run_1/m1.png
Bar = 20 um. Supply wires on this layer in gray.
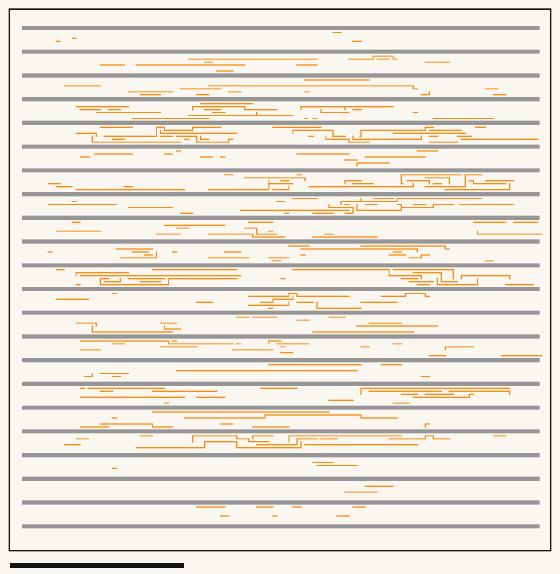
run_1/m2.png
Bar = 20 um.
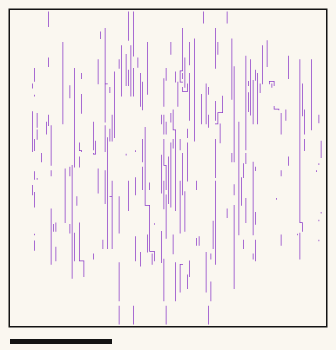
run_1/m3.png
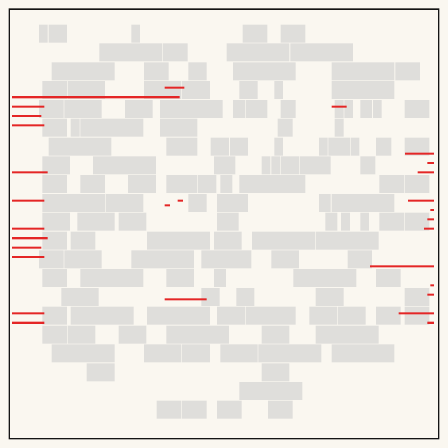
run_1/congestion_map.png
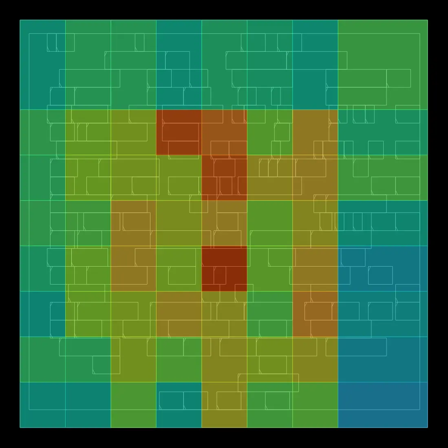
==> config.mk <==
export PLATFORM = sky130hd
export DESIGN_NAME = chunked_adder
export DESIGN_NICKNAME = d
export VERILOG_FILES = /design/src/rtl/adder_pkg.sv /design/src/rtl/chunk_adder.sv /design/src/rtl/chunked_adder.sv
export SDC_FILE = /design/constraint.sdc
export NUM_CORES = 1
export LEC_CHECK = 0
export ABC_AREA = 0
export CAP_MARGIN = 20
export CORE_UTILIZATION = 38
export DETAILED_ROUTE_END_ITERATION = 8
export GPL_TIMING_DRIVEN = 0
export RECOVER_POWER = 50
export SLEW_MARGIN = 10
export SYNTH_ARGS = -nofsm -noshare
export SYNTH_HDL_FRONTEND = slang
export SYNTH_SLANG_ARGS = --single-unit
==> constraint.sdc <==
create_clock -name clk -period 2.7 [get_ports clk]
set_input_delay 0.54 -clock clk [delete_from_list [all_inputs] [get_ports clk]]
set_output_delay 0.54 -clock clk [all_outputs]
set_load 0.005 [all_outputs]
==> src/rtl/adder_pkg.sv <==
// Shared definitions for the chunked adder: FSM state, default geometry and
// the chunk-counter width helper.
package adder_pkg;

  typedef enum logic [1:0] {
    IDLE = 2'd0,
    RUN  = 2'd1,
    DONE = 2'd2
  } state_t;

  localparam int DEF_WIDTH = 8;
  localparam int DEF_CHUNK = 4;

  // Counter must hold 0..nchunk-1 and never collapse to zero bits.
  function automatic int cnt_width(input int nchunk);
    return (nchunk <= 1) ? 1 : $clog2(nchunk);
  endfunction

endpackage

==> src/rtl/chunk_adder.sv <==
// Combinational W-bit adder slice used once per clock by chunked_adder.
module chunk_adder #(
  parameter int W = 4
) (
  input  logic [W-1:0] a,
  input  logic [W-1:0] b,
  input  logic         cin,
  output logic [W-1:0] sum,
  output logic         cout
);

  assign {cout, sum} = {1'b0, a} + {1'b0, b} + {{W{1'b0}}, cin};

endmodule

==> src/rtl/chunked_adder.sv <==
// Multi-cycle WIDTH-bit adder processing CHUNK bits per clock behind
// valid/ready handshakes. Define ADDER_OVERFLOW_EN to generate signed overflow.
module chunked_adder
  import adder_pkg::*;
#(
  parameter int WIDTH = DEF_WIDTH,
  parameter int CHUNK = DEF_CHUNK
) (
  input  logic             clk,
  input  logic             rst,
  input  logic             in_valid,
  output logic             in_ready,
  input  logic [WIDTH-1:0] a,
  input  logic [WIDTH-1:0] b,
  input  logic             cin,
  output logic             out_valid,
  input  logic             out_ready,
  output logic [WIDTH-1:0] sum,
  output logic             cout,
  output logic             overflow
);

  localparam int NCHUNK = WIDTH / CHUNK;
  localparam int CW     = cnt_width(NCHUNK);
  localparam logic [CW-1:0] LAST = CW'(NCHUNK - 1);

  state_t           state;
  logic [CW-1:0]    cnt;
  logic             carry;
  logic [WIDTH-1:0] a_r;
  logic [WIDTH-1:0] b_r;
  logic [WIDTH-1:0] sum_r;

  logic [CHUNK-1:0] ca, cb, cs;
  logic             cc;
  logic             last_chunk;
  int               base;

  assign base       = int'(cnt) * CHUNK;
  assign ca         = a_r[base +: CHUNK];
  assign cb         = b_r[base +: CHUNK];
  assign last_chunk = (cnt == LAST);

  chunk_adder #(.W(CHUNK)) u_chunk (
    .a    (ca),
    .b    (cb),
    .cin  (carry),
    .sum  (cs),
    .cout (cc)
  );

  // NOTE: state is updated with non-blocking assignments so every register
  // samples pre-edge values, regardless of statement order in the block.
  always_ff @(posedge clk or posedge rst) begin
    if (rst) begin
      state <= IDLE;
      cnt   <= '0;
      carry <= 1'b0;
      a_r   <= '0;
      b_r   <= '0;
      sum_r <= '0;
    end else begin
      case (state)
        IDLE: if (in_valid) begin
          a_r   <= a;
          b_r   <= b;
          carry <= cin;
          cnt   <= '0;
          state <= RUN;
        end
        RUN: begin
          sum_r[base +: CHUNK] <= cs;
          carry                <= cc;
          if (last_chunk) state <= DONE;
          else            cnt   <= cnt + 1'b1;
        end
        DONE: if (out_ready) state <= IDLE;
        default: state <= IDLE;
      endcase
    end
  end

  // The carry register keeps the final chunk carry until the next accept.
  assign in_ready  = (state == IDLE);
  assign out_valid = (state == DONE);
  assign sum       = sum_r;
  assign cout      = carry;

`ifdef ADDER_OVERFLOW_EN
  logic ovf_r;

  always_ff @(posedge clk or posedge rst) begin
    if (rst) begin
      ovf_r <= 1'b0;
    end else if (state == RUN && last_chunk) begin
      ovf_r <= (a_r[WIDTH-1] == b_r[WIDTH-1]) && (cs[CHUNK-1] != a_r[WIDTH-1]);
    end
  end

  assign overflow = ovf_r;
`else
  assign overflow = 1'b0;
`endif

endmodule

==> metrics.log, run 1 <==
[metrics] run summary
INFO  metric synth.mux.area_fraction = between 20% and 30%
INFO  metric finalCoreUtilization = ~51%
INFO  metric n_fill_cell = around 320
INFO  metric combPwrFrac = 56.5%
INFO  metric timing_worst_setup_path_type = register to register
INFO  metric fin_ws = between 0.15 and 0.2 ns
INFO  metric hpwl = around 1.8 mm
INFO  metric seq_area_share = 40.2%
INFO  metric post_cts_hold_buffer_count = 0
INFO  metric n_multi_input_combinational_cell = a little over 60
INFO  metric grt_ovf = 0
INFO  metric clock_insertion_delay_worst_skew = 0.33 ns
INFO  metric antenna_cells = 0
INFO  metric top_area_share = 51.4%
INFO  metric power.share.clock = under 10%
INFO  metric register_area = between 700 and 800 sq um
INFO  metric critical-path-slowest-cell = sky130_fd_sc_hd__dfrtp_2
INFO  metric worstPathBufferInverterCount = 1
INFO  metric max_slew.worst_pin.slew = around 1.2 ns
INFO  metric cts.reportedPaths.clkPinSlew = 0.14 ns
INFO  metric path_cells = clkbuf_4, mux2_2, fa_1, fa_1, a21o_1, a211oi_1, a221oi_1
INFO  metric area_dominant_class = registers
INFO  metric comb_area_share = 34.6%
INFO  metric global_route_wire_length_before_repair = 3.80 mm
INFO  metric synthDominantAreaCellType = sky130_fd_sc_hd__dfrtp_1
INFO  metric ctsHtreeMaxLevel = 1
INFO  metric first_pass_iters = 4
INFO  metric synthToLayoutAreaGrowth = 28.0%
INFO  metric multiInputGateArea = 604 sq um
INFO  metric syn_avg_cell_area = around 14 sq um
INFO  metric cts.sinks = 28
INFO  metric timing.slew.headroom = a little under a quarter
INFO  metric vdd_ir_drop_max = about 0.00037 V
INFO  metric finClkSkew = around 0.0017 ns
INFO  metric outcome = finished, final reports clean
INFO  metric edf_count = 0
INFO  metric layout.clock_buffers = 3
INFO  metric cap_viol_max_count = 0
INFO  metric buffer_ports.inserted = 31
INFO  metric worstSetupStartpoint = cnt$_DFFE_PP0P_
INFO  metric timing.critical_path.to_type = register
INFO  metric die-height = a little over 60 um
INFO  metric tapcell.inserted = about 46
INFO  metric xor_share = less than 1%
INFO  metric tool_warnings = 26
INFO  metric grt_max_degree = 29
INFO  metric finalWeightedCongestion = between 0.7 and 0.8
INFO  metric most_instantiated_library_cell_after_synthesis = sky130_fd_sc_hd__dfrtp_1
INFO  metric fin_crit = 2.52 ns
INFO  metric regToRegSetupSlack = about 0.18 ns
INFO  metric cts.path.max_buffers = 2
INFO  metric timing.critical_path.mode_cell = sky130_fd_sc_hd__fa_1
INFO  metric rsz0062_at_grt = no
INFO  metric crit_family = adder cells
INFO  metric area_leaders = sky130_fd_sc_hd__dfrtp_1 51%, sky130_fd_sc_hd__mux2_2 15%, sky130_fd_sc_hd__mux2_4 11%
INFO  metric net-switching-power = roughly 0.00074 W
INFO  metric final_antenna_net_count = 0
INFO  metric grt_pass1_vias = just under 900
INFO  metric layout.sequential_cells = 28
INFO  metric hold_critical_path_endpoint = sum[7]$_DFFE_PP0P_
INFO  metric seq_area_frac_synth = approximately half
INFO  metric final_net_count = 161
INFO  metric setup.worst_path.end = cout$_DFFE_PP0P_
INFO  metric pre_cts_ws = 0.0623 ns
INFO  metric final_hold_viol_count = 0
INFO  metric postSynthNetCount = 124
INFO  metric netlist_instances = 98
INFO  metric cpPeakStageDelay = ~0.44 ns
INFO  metric synthTopLogicFamily = multiplexers
INFO  metric final-max-slew-violation-count = 0
INFO  metric rows = 21
INFO  metric drt-initial-drc-count = 23
INFO  metric layout_top_cells = 29 x sky130_fd_sc_hd__clkdlybuf4s50_1, 27 x sky130_fd_sc_hd__dfrtp_1, 18 x sky130_fd_sc_hd__mux2_2
INFO  metric cell_internal_pwr = ~0.0014 W
INFO  metric clock_tree_area_fraction = under 10%
INFO  metric sequentialPowerShare = between 30% and 40%
INFO  metric area_of_the_core = 3390 sq um
INFO  metric synthesis.area = roughly 1400 sq um
INFO  metric ys_sh_simple = under 10%
INFO  metric total_cts_buffers = 3
INFO  metric final_cycle_utilization_of_the_critical_path = approximately 93%
INFO  metric crit-reg2reg-capture = cout$_DFFE_PP0P_
INFO  metric tritoncts_clock_tree = yes
INFO  metric cp_num_cells = 7
INFO  metric synth_stat.cells = 98
INFO  metric inverters = 4
INFO  metric hold_path.class = register to register
INFO  metric drive_gt1_share = 27.1%
INFO  metric yosysWarnings = 0
INFO  metric p_per_area = about 1200 nW/um^2
INFO  metric avgViaCountPerCell = between 4 and 5
INFO  metric net_switching_fraction_of_the_power = 34.4%
INFO  metric io-pin-count = 33
INFO  metric whs_path_depth = 2
INFO  metric yosys.area_share.adder = 5.69%
INFO  metric reg2reg_path_depth = 7
INFO  metric buffer_area_share = just under 20%
INFO  metric number_of_antenna_violations_at_the_first_check_in_global_routing = 0
INFO  metric p_leak = between 0.7 and 0.8 nW
INFO  metric hold_path.startpoint = sum[7]$_DFFE_PP0P_
INFO  metric fin_tns_setup = 0 ns
INFO  metric synth_top_cells_by_count = 28 x sky130_fd_sc_hd__dfrtp_1, 18 x sky130_fd_sc_hd__mux2_2, 10 x sky130_fd_sc_hd__mux2_4, 5 x sky130_fd_sc_hd__nand2_1, 4 x sky130_fd_sc_hd__inv_1
INFO  metric yosys_register_bits = 28
INFO  metric num-nonclk-buffers = 36
INFO  metric synthFlopType = sky130_fd_sc_hd__dfrtp_1
INFO  metric worst_r2r_startpoint = cnt$_DFFE_PP0P_
INFO  metric clk_root_buffer_cell = sky130_fd_sc_hd__clkbuf_4
INFO  metric setup-violations-final = 0
INFO  metric detail_route.drc_violations = 0
INFO  metric postCtsSetupBuffers = 0
INFO  metric fmaxAchievable = around 0.4 GHz
INFO  metric cp.arrival = 2.73 ns
INFO  metric async_reset_ff_share = 100%
INFO  metric cp_max_fo = 10
INFO  metric crit_path_start_kind = register
INFO  metric synth_cell_types = 29
INFO  metric fp-utilization = 40.2%
INFO  metric worst_ep_required_time = roughly 2.9 ns
INFO  metric chip_area = approximately 3800 sq um
INFO  metric synth-area-yosys = 1360 sq um
INFO  metric lay_top_count = sky130_fd_sc_hd__clkdlybuf4s50_1
INFO  metric post_cts_resized = 0
INFO  metric synth.cellmix.compoundShare = about 6.2%
INFO  metric fp.dieW = a little over 60 um
Notes on m1.png above:
longest straight run: 23.5 um
share of all routed wire: 50%
main direction: horizontal
Total Wirelength: 2.37 mm
total number of vias: 859
met1 usage in global routing: 17.3%

Notes on m2.png above:
main direction: vertical
wire length on this layer: 1040 um
GR Layer Usage met2: 23.8%

Notes on m3.png above:
share of all routed wire: 4.7%
wire length on this layer: 110 um
longest straight run: 23.9 um
nets with wire on the layer: 26
global-route track usage on met3: 2.48%

Notes on congestion_map.png above:
routed length per placed instance: 13.2 um
layer with the highest usage: met2
All-Layer GR Usage: 14.2%

run 1: per-stage QoR:
stage,hold WS (ns),power [W],instances,instance area [sq um]
finish,0.500,0.00214,179,1750
global route,0.535,0.00235,179,1750
CTS,0.510,0.00218,178,1750
detailed placement,0.478,0.00201,175,1730
global placement,0.460,0.00197,175,1730
floorplan,0.473,0.00162,98,1360
run 1: power by group through the flow:
stage / sequential, W / clock [W] / combinational [W]
6_report: 0.000764 / 0.000169 / 0.00121
5_1_grt: 0.000794 / 0.000199 / 0.00135
4_1_cts: 0.000765 / 0.000179 / 0.00124
3_5_place_dp: 0.000775 / 0 / 0.00123
3_3_place_gp: 0.000766 / 0 / 0.00121
2_1_floorplan: 0.000744 / 0 / 0.000875
run 1: metal layers:
metal  GRT usage, %  vias to the layer above  part of all wire, %
met5              0                        -                    0
met4           7.62                        0                  1.9
met3           2.48                        5                  4.6
met2           23.8                       29                   44
met1           17.3                      411                   50
li1               -                      414                    -
run 1: registers in the layout (all words and copies together) (netlist names):
signal and flops:
a_r 8, b_r 8, cout 1, sum 8
cnt 1, state 2
run 1: worst reg2reg max path, cell delays in order (launching register included):
cell and delay (ns):
sky130_fd_sc_hd__dfrtp_2 0.44, sky130_fd_sc_hd__clkbuf_4 0.23, sky130_fd_sc_hd__mux2_2 0.36, sky130_fd_sc_hd__fa_1 0.43
sky130_fd_sc_hd__fa_1 0.42, sky130_fd_sc_hd__a21o_1 0.20, sky130_fd_sc_hd__a211oi_1 0.25, sky130_fd_sc_hd__a221oi_1 0.08
## Run 2: what changed since run 1
--- a/config.mk
+++ b/config.mk
@@ -10,6 +10,7 @@
 export CORE_UTILIZATION = 38
 export DETAILED_ROUTE_END_ITERATION = 8
 export GPL_TIMING_DRIVEN = 0
+export PLACE_DENSITY = 0.6
 export RECOVER_POWER = 50
 export SLEW_MARGIN = 10
 export SYNTH_ARGS = -nofsm -noshare
run_2/clock_wires.png
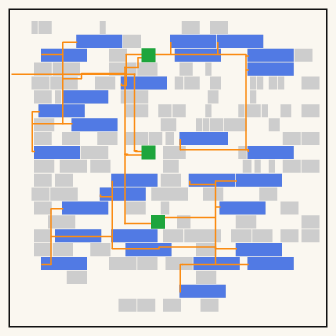
[green] clock-net drivers | count: 3
[orange] clock wires | length: 338 um
[blue] flip-flops | count: 28
routed clock nets: 4
flops lie: widely spread
clock latency reported for the late side of the worst-skew pair: 0.33 ns
clock share of power: 7.9%

run_2/m2.png
Bar = 20 um.
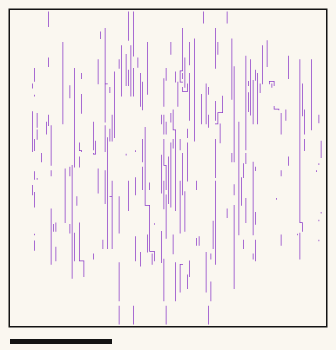
wire length on this layer: 1040 um
longest straight run: 32.0 um
main direction: vertical
share of all routed wire: 44%

==> metrics.log, run 2 <==
[metrics] run summary
INFO  metric cts.path.max_buffers = 2 (unchanged)
INFO  metric cts.reportedPaths.clkPinSlew = 0.14 ns (about the same)
INFO  metric worstSetupStartpoint = cnt$_DFFE_PP0P_ (unchanged)
INFO  metric ctsHtreeMaxLevel = 1 (unchanged)
INFO  metric yosysWarnings = 0 (unchanged)
INFO  metric final-max-slew-violation-count = 0 (unchanged)
INFO  metric grt_pass1_vias = 865 (unchanged)
INFO  metric synth_top_cells_by_count = 28 x sky130_fd_sc_hd__dfrtp_1, 18 x sky130_fd_sc_hd__mux2_2, 10 x sky130_fd_sc_hd__mux2_4, 5 x sky130_fd_sc_hd__nand2_1, 4 x sky130_fd_sc_hd__inv_1 (unchanged)
INFO  metric post_cts_hold_buffer_count = 0 (unchanged)
INFO  metric wirelength_met1 = 1.17 mm (unchanged)
INFO  metric cp.arrival = 2.73 ns (about the same)
INFO  metric totalWireLength = 2.37 mm (unchanged)
INFO  metric postSynthNetCount = 124 (unchanged)
INFO  metric first_pass_iters = 4 (unchanged)
INFO  metric edf_count = 0 (unchanged)
INFO  metric tool_warnings = 26 (unchanged)
INFO  metric detail_route.drc_violations = 0 (unchanged)
INFO  metric globalRoute.busiestLayer = met2 (unchanged)
INFO  metric drive_gt1_share = 27.1% (unchanged)
INFO  metric buffer_ports.inserted = 31 (unchanged)
INFO  metric dr_total_vias = 859 (unchanged)
INFO  metric io-pin-count = 33 (unchanged)
INFO  metric whs_path_depth = 2 (unchanged)
INFO  metric grt_ovf = 0 (unchanged)
INFO  metric global_route_wire_length_before_repair = 3.80 mm (unchanged)
INFO  metric cap_viol_max_count = 0 (unchanged)
INFO  metric outcome = finished, final reports clean (unchanged)
INFO  metric route.met3.wl = 110 um (unchanged)
INFO  metric cts.sinks = 28 (unchanged)
INFO  metric ys_sh_simple = 6.70% (unchanged)
INFO  metric fp.dieW = 61.9 um (unchanged)
INFO  metric timing.critical_path.to_type = register (unchanged)
INFO  metric die-height = 61.9 um (unchanged)
INFO  metric fin_tns_setup = 0 ns (unchanged)
INFO  metric synth_cell_types = 29 (unchanged)
INFO  metric p_leak = 0.758 nW (unchanged)
INFO  metric final_hold_viol_count = 0 (unchanged)
INFO  metric area_of_the_core = 3390 sq um (unchanged)
INFO  metric tritoncts_clock_tree = yes (unchanged)
INFO  metric dp.cells = 175 (unchanged)
INFO  metric setup-violations-final = 0 (unchanged)
INFO  metric crit_family = adder cells (unchanged)
INFO  metric finalCoreUtilization = 51.5% (unchanged)
INFO  metric max_slew.worst_pin.slew = 1.15 ns (unchanged)
INFO  metric yosys.area_share.adder = 5.69% (unchanged)
INFO  metric path_cells = clkbuf_4, mux2_2, fa_1, fa_1, a21o_1, a211oi_1, a221oi_1 (unchanged)
INFO  metric gr_layer_usage_met2 = 23.8% (unchanged)
INFO  metric combPwrFrac = 56.5% (about the same)
INFO  metric drt-initial-drc-count = 23 (unchanged)
INFO  metric async_reset_ff_share = 100% (unchanged)
INFO  metric worst_ep_required_time = 2.91 ns (about the same)
INFO  metric crit_path_start_kind = register (unchanged)
INFO  metric timing.critical_path.mode_cell = sky130_fd_sc_hd__fa_1 (unchanged)
INFO  metric grt_max_degree = 29 (unchanged)
INFO  metric met2RoutedLength = 1.04 mm (unchanged)
INFO  metric clock_power = 0.000169 W (about the same)
INFO  metric hold_ws = 0.500 ns (unchanged)
INFO  metric sequentialPower = 0.000764 W (about the same)
INFO  metric postCtsSetupBuffers = 0 (unchanged)
INFO  metric synth.mux.area_fraction = 25.9% (unchanged)
INFO  metric cp_max_fo = 10 (unchanged)
INFO  metric global_route.usage.total = 14.2% (unchanged)
INFO  metric synthTopLogicFamily = multiplexers (unchanged)
INFO  metric hold_path.startpoint = sum[7]$_DFFE_PP0P_ (unchanged)
INFO  metric synthToLayoutAreaGrowth = 28.0% (unchanged)
INFO  metric rsz0062_at_grt = no (unchanged)
INFO  metric most_instantiated_library_cell_after_synthesis = sky130_fd_sc_hd__dfrtp_1 (unchanged)
INFO  metric power_leader = combinational logic (unchanged)
INFO  metric synthFlopType = sky130_fd_sc_hd__dfrtp_1 (unchanged)
INFO  metric timing_worst_setup_path_type = register to register (unchanged)
INFO  metric top_area_share = 51.4% (unchanged)
INFO  metric cpPeakStageDelay = 0.44 ns (about the same)
INFO  metric critical-path-slowest-cell = sky130_fd_sc_hd__dfrtp_2 (unchanged)
INFO  metric finalWeightedCongestion = 0.749 (unchanged)
INFO  metric cell_internal_pwr = 0.00141 W (unchanged)
INFO  metric clk_root_buffer_cell = sky130_fd_sc_hd__clkbuf_4 (unchanged)
INFO  metric syn_avg_cell_area = 13.9 sq um (unchanged)
INFO  metric regToRegSetupSlack = 0.18 ns (about the same)
INFO  metric worst_r2r_startpoint = cnt$_DFFE_PP0P_ (unchanged)
INFO  metric vdd_ir_drop_max = 0.000366 V (unchanged)
INFO  metric top_signal_layer_used = met4 (unchanged)
INFO  metric n_fill_cell = 315 (unchanged)
INFO  metric antenna_cells = 0 (unchanged)
INFO  metric hold_path.class = register to register (unchanged)
INFO  metric lay_top_count = sky130_fd_sc_hd__clkdlybuf4s50_1 (unchanged)
INFO  metric synthDominantAreaCellType = sky130_fd_sc_hd__dfrtp_1 (unchanged)
INFO  metric final_cycle_utilization_of_the_critical_path = 93.2% (unchanged)
INFO  metric sequentialPowerShare = 35.7% (about the same)
==> run 2: cell counts after synthesis <==
Identical to the previous run, type by type.
==> run 2: tightest hold or removal path: cells and delay by family (launching register included) <==
| kind | cells | cell delay, ns |
|---|---|---|
| flops | 1 | 0.37 |
| compound gates | 1 | 0.06 |
| simple gates | 1 | 0.05 |
==> run 2: cell families after synthesis <==
| group | after synthesis |
|---|---|
| DFF | 28 |
| buffers and inverters | 8 |
| other | 1 |
| adders and majority gates | 5 |
| and+or+nand+nor | 14 |
| xor gates and xnor gates | 1 |
| muxes | 28 |
| AOI/OAI and AO/OA | 13 |
==> run 2: layout make-up <==
type | count | area, sq um | area share (%)
Clock buffer | 3 | 22.5 | 1.29
Tap cell | 46 | 57.6 | 3.30
Inverter | 4 | 15.0 | 0.860
Multi-Input combinational cell | 62 | 604 | 34.6
Sequential cell | 28 | 702 | 40.2
Buffer | 4 | 30.0 | 1.72
Timing Repair Buffer | 32 | 314 | 18.0
==> run 2: through the flow <==
step                      setup slack (ns)  total power (W)  instance area [sq um]
after floorplan                      0.326          0.00162                   1360
after global placement              0.0576          0.00197                   1730
after detailed placement            0.0623          0.00201                   1730
after CTS                           0.0492          0.00218                   1750
after global routing                0.0151          0.00235                   1750
final                                0.183          0.00214                   1750
==> run 2: worst min path at each step <==
| stage | endpoint | slack [ns] |
|---|---|---|
| final | sum[7]$_DFFE_PP0P_ | 0.50 |
| after global routing | b_r[6]$_DFFE_PP0P_ | 0.53 |
| after CTS | sum[7]$_DFFE_PP0P_ | 0.51 |
| after detailed placement | sum[7]$_DFFE_PP0P_ | 0.48 |
| after global placement | sum[6]$_DFFE_PP0P_ | 0.46 |
| after floorplan | sum[7]$_DFFE_PP0P_ | 0.47 |
Power figures rest on the tool's default switching activity, not on a simulated workload.
